--- config.mk ---
export PLATFORM = sky130hd
export DESIGN_NAME = dctr7_flat
export DESIGN_NICKNAME = d
export VERILOG_FILES = /design/src/rtl/dctr7_pkg.sv /design/src/rtl/dctr7_if.sv /design/src/rtl/dctr7_dctnr.sv /design/src/rtl/dctr7.sv /design/src/flat_wrapper.sv
export SDC_FILE = /design/constraint.sdc
export NUM_CORES = 1
export LEC_CHECK = 0
export ABC_AREA = 1
export CORE_ASPECT_RATIO = 0.7
export CORE_MARGIN = 1.5
export CORE_UTILIZATION = 52
export CTS_CLUSTER_DIAMETER = 50
export CTS_CLUSTER_SIZE = 8
export DETAILED_ROUTE_END_ITERATION = 8
export GPL_TIMING_DRIVEN = 0
export PLACE_DENSITY = 0.84
export SYNTH_ARGS = -nofsm -noshare
export SYNTH_HDL_FRONTEND = slang
export SYNTH_HIERARCHICAL = 1
export SYNTH_SLANG_ARGS = --single-unit
export TNS_END_PERCENT = 30
--- constraint.sdc ---
create_clock -name XCK -period 4.35 [get_ports XCK]
set_clock_uncertainty 0.1 [all_clocks]
set_input_delay 0.87 -clock XCK [delete_from_list [all_inputs] [get_ports XCK]]
set_output_delay 0.87 -clock XCK [all_outputs]
set_load 0.005 [all_outputs]
--- src/rtl/dctr7_pkg.sv ---
// dctr7_pkg: shared width constant and FSM state type for the dctr7 down-counter.
package dctr7_pkg;

    localparam int unsigned CTR_W = 7;

    typedef enum logic [1:0] {
        IDLE = 2'd0,
        RUN  = 2'd1,
        DONE = 2'd2
    } dctr7_state_t;

endpackage

--- src/rtl/dctr7_if.sv ---
// dctr7_if: load/enable inputs and count/status outputs of the dctr7 timer.
interface dctr7_if;
    import dctr7_pkg::*;

    logic [CTR_W-1:0] D;
    logic             LDL;
    logic             ENAB;
    logic [CTR_W-1:0] Q;
    logic [CTR_W-1:0] QL;
    logic             TC;
    logic             BUSY;

    modport master (
        output D, LDL, ENAB,
        input  Q, QL, TC, BUSY
    );

    modport slave (
        input  D, LDL, ENAB,
        output Q, QL, TC, BUSY
    );

endinterface

--- src/rtl/dctr7_dctnr.sv ---
// dctnr: one count bit with load and borrow-enable; toggles when its borrow-in is high.
module dctnr (
    input  logic D,
    input  logic LD,
    input  logic LDL,
    input  logic ENAB,
    input  logic XCK,
    input  logic RESET,
    output logic Q,
    output logic QL
);

    logic q_q;

    // Bit state: reset, then load (either load strobe), then borrow toggle.
    always_ff @(posedge XCK) begin
        if (RESET) begin
            q_q <= 1'b0;
        end else if (LD || !LDL) begin
            q_q <= D;
        end else if (ENAB) begin
            q_q <= ~q_q;
        end
    end

    assign Q  = q_q;
    assign QL = ~q_q;

endmodule

--- src/rtl/dctr7.sv ---
// dctr7: 7-bit loadable down-counter/timer with period register and terminal-count strobe.
// Optional feature: define DCTR7_AUTORELOAD_EN for periodic auto-reload; otherwise one-shot.
module dctr7
    import dctr7_pkg::*;
(
    input  logic   XCK,
    input  logic   RESET,
    dctr7_if.slave bus
);

    dctr7_state_t     state_q, state_d;
    logic [CTR_W-1:0] per_q;
    logic             tc_q;
    logic             busy_q;

    logic [CTR_W-1:0] q;
    logic [CTR_W-1:0] ql;
    logic [CTR_W-1:0] bw;
    logic [CTR_W-1:0] load_val;
    logic             enab_dec;
    logic             expiry;
    logic             reload;

    // Decode decrement/expiry and the next FSM state; a load always wins.
    always_comb begin
        enab_dec = 1'b0;
        expiry   = 1'b0;
        reload   = 1'b0;
        state_d  = state_q;
        load_val = bus.LDL ? per_q : bus.D;

        if (state_q == RUN && bus.ENAB && bus.LDL) begin
            if (q == '0) begin
                expiry = 1'b1;
            end else begin
                enab_dec = 1'b1;
            end
        end

        if (!bus.LDL) begin
            state_d = RUN;
        end else if (expiry) begin
`ifdef DCTR7_AUTORELOAD_EN
            reload  = 1'b1;
            state_d = RUN;
`else
            state_d = DONE;
`endif
        end
    end

    // Borrow chain: bit i toggles only when every lower bit is already 0.
    for (genvar i = 0; i < CTR_W; i++) begin : g_bit
        if (i == 0) begin : g_first
            assign bw[i] = enab_dec;
        end else begin : g_rest
            assign bw[i] = enab_dec & ~|q[i-1:0];
        end

        dctnr u_bit (
            .D     (load_val[i]),
            .LD    (reload),
            .LDL   (bus.LDL),
            .ENAB  (bw[i]),
            .XCK   (XCK),
            .RESET (RESET),
            .Q     (q[i]),
            .QL    (ql[i])
        );
    end

    // FSM, period register and registered status outputs.
    always_ff @(posedge XCK) begin
        if (RESET) begin
            state_q <= IDLE;
            per_q   <= '0;
            tc_q    <= 1'b0;
            busy_q  <= 1'b0;
        end else begin
            state_q <= state_d;
            tc_q    <= expiry;
            busy_q  <= (state_d == RUN);
            if (!bus.LDL) begin
                per_q <= bus.D;
            end
        end
    end

    assign bus.Q    = q;
    assign bus.QL   = ql;
    assign bus.TC   = tc_q;
    assign bus.BUSY = busy_q;

endmodule
--- src/flat_wrapper.sv ---
// flat-port wrapper written by rule: the top's interface ports become plain ports
module dctr7_flat import dctr7_pkg::*;
  (XCK, RESET, bus_D, bus_LDL, bus_ENAB, bus_Q, bus_QL, bus_TC, bus_BUSY);
  dctr7_if bus_i ();
  input  logic XCK;
  input  logic RESET;
  input wire logic [$bits(bus_i.D)-1:0] bus_D;
  input wire logic [$bits(bus_i.LDL)-1:0] bus_LDL;
  input wire logic [$bits(bus_i.ENAB)-1:0] bus_ENAB;
  output wire logic [$bits(bus_i.Q)-1:0] bus_Q;
  output wire logic [$bits(bus_i.QL)-1:0] bus_QL;
  output wire logic [$bits(bus_i.TC)-1:0] bus_TC;
  output wire logic [$bits(bus_i.BUSY)-1:0] bus_BUSY;
  assign bus_i.D = bus_D;
  assign bus_i.LDL = bus_LDL;
  assign bus_i.ENAB = bus_ENAB;
  assign bus_Q = bus_i.Q;
  assign bus_QL = bus_i.QL;
  assign bus_TC = bus_i.TC;
  assign bus_BUSY = bus_i.BUSY;
  dctr7 u_core (.XCK(XCK), .RESET(RESET), .bus(bus_i));
endmodule
==> flow_summary.ini <==
; synthesis and place-and-route metrics
[power]
intPower_mw = 0.271
ir_drop_mv = 0.291
leakage_nw = 0.720
top_power_group = registers
p_switching_mw = 0.112
power_frac_comb = 0.240
comb_power_mw = 0.0922
p_sw_frac = 0.293
total_power_mw = 0.384
power.density_nw_per_um2 = 275
power_frac_seq = 0.475

[layout]
drive_above_1_share = 0.116
lay_top_count = nand2_1
n_antenna_cell = 0
bufAreaShareNonClock = 0.197
n_all_buffers = 28
num-fill-cells = 160
layoutNonFillerInstCount = 229
clock_tree_area_fraction = 0.0260
mostFrequentLayoutCells = nand2_1 (64), inv_1 (40), clkdlybuf4s50_1 (26)
combGateArea_um2 = 512
n_all_inverters = 48
logic_gates = 109
regArea_um2 = 360
comb_share = 0.367

[setup_path]
cp-startpoint = bus_LDL
cp_slowest_cell = clkdlybuf4s50_1
worstSetupStartpointType = input pin
crit_chain = clkdlybuf4s50_1 > buf_6 > nand2_4 > nor2_8 > inv_4 > nor2_4 > nand2_1 > nor2_1 > nand2_1 > a21oi_1 > nor2_1
worst-path-buf-inv = 3
required_ns = 4.46
crit_fanout = 10
worstPathArrival_ns = 2.65
slowest_delay_ns = 0.70
crit_family = buffers and inverters
crit_path_end_kind = flop
critPathCapture = u_core/g_bit[5].u_bit/Q
path_depth = 11
reg2reg_depth = 10
r2r_end = u_core/g_bit[5].u_bit/Q
r2r_slack_ns = 2.67

[yosys]
ys_types = 22
yosys_area_um2 = 1050
fa_ha_area_frac = 0
ys_seq_elements = 18
area_leaders = dfxtp_1 (34%), nand2_1 (23%), inv_1 (14%), a21oi_1 (6.7%), nor2_1 (3.9%)
yosysTopAreaCellShare = 0.344
syn_area_um2 = 1050
yosysTopAreaCell = dfxtp_1
logic_family = simple AND/OR/NAND/NOR gates
ys_cells = 171
synthXorXnorAreaFrac = 0
aoi_share = 0.0753
mux_share = 0
synthCells = 171
flop_cell = dfxtp_1
async_flop_share = 0
common_cells = nand2_1 (64), inv_1 (40), dfxtp_1 (18)
edf_count = 0
synth-simple-area-share = 0.388
yosys_warnings = 6
postSynthAreaPerCell_um2 = 6.12

[route]
wl_per_cell_um = 9.17
dr.pass1.iters = 4
top_layer = met4
drt_iter0_drc = 24
drc = 0
wl_met1_um = 1010
wl_met2_um = 950
routed-wl-met3_um = 115
via_per_inst = 4.34
vias = 994

[sta]
layout_setup_ws_ns = 1.81
period_needed_ns = 2.54
finalSetupTns_ns = 0
fin_crit_sh = 0.584
hold_viol = 0
max_freq_mhz = 394
final-setup-viol-count = 0
rsz0062_at_grt = false

[worst_hold_path]
holdCritPathClass = flop to flop
hold_path_end = u_core/per_q[0]
hp-start = u_core/per_q[0]
whs_path_depth = 2

[grt]
antenna_found_initial = 0
met3_usage = 0.0677
top_usage_layer = met2
grt_max_degree = 11
grt_pass1_vias = 782
grtUsageTotal = 0.202
grtUsageMet1 = 0.245

[clocking]
cts_resized = 0
cts_tree = built
cts.clk_slew.worst_paths_ns = 0.11
root_buffer = clkbuf_4
cts_htree_levels = 1

[place]
post_dp_cell_area_um2 = 1360
dpl.hpwl_um = 1630
place_ws_ns = 1.50
gp_routability_congestion = 0.807
dp_cells = 225

[die]
fp_util = 0.560
ioPinCount = 27
rows = 13
tapCellCount = 22

[flow_run]
tool_warnings = 26
maxCapViolCount = 0

[status]
status = finished, final reports clean
met2.png
Scale: 6 px per um. Cells faint in the background.
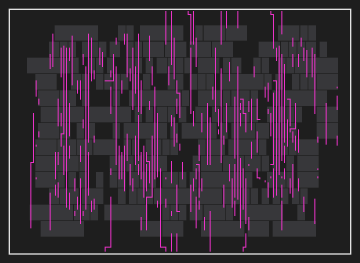
The layer holds 45% of the routed length. The wires run mostly vertical. 163 nets have wire on it.
final WL: 2100 um
M2 GR Usage: 0.340

clock_map.png
Scale: 10 px per um.
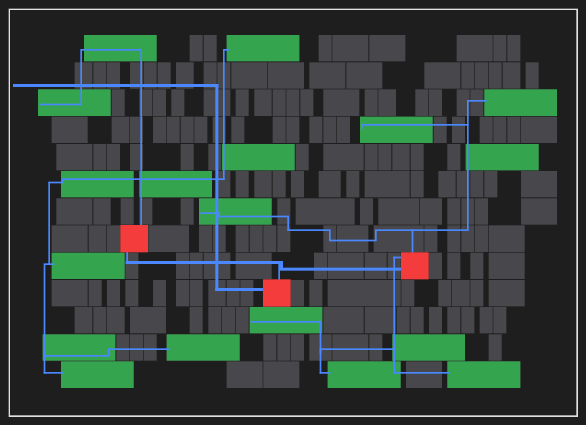
Blue shows clock wires, length 280 um. Green shows flip-flops, count 18. Red shows cells driving clock nets, count 3.
Position of the flops: widely spread. There are 4 routed clock nets.
clock power share: 0.284
Insertion Delay late pin: 0.30 ns

final_clocks.png
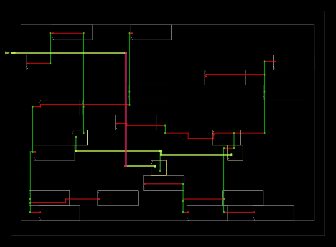
Num CTS Buffers: 3
CTS Sinks: 18
CLK BUF: 4
reported clock group power: 0.109 mW
FF+latch count: 18

pins.png
Scale: 4 px per um. Pins as bars across the die edge, other pins in gray.
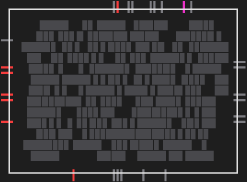
Magenta shows RESET, pins 1, direction input, edge top. Red shows bus_D, pins 7, direction input, edge 5 left, 1 bottom, 1 top.
chip width: 56.6 um
I/O Buffers: 26

cell_classes.png
Scale: 6 px per um. Fill, decap, tap and diode cells in gray.
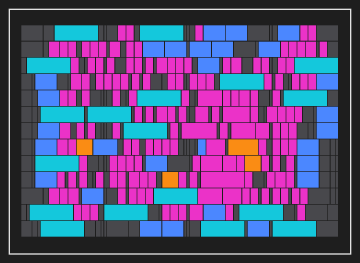
Blue shows other buffers and delay cells, cells 28. Orange shows clock drivers and dummy loads, cells 4. Cyan shows flip-flops, cells 18. Magenta shows all other logic, cells 157.
core area: 1870 um^2
Seq area share: 0.259
final core utilization: 0.745
Finished Cell Area: 1390 um^2

No activity file was given, so power comes from the tool's default toggle rates.
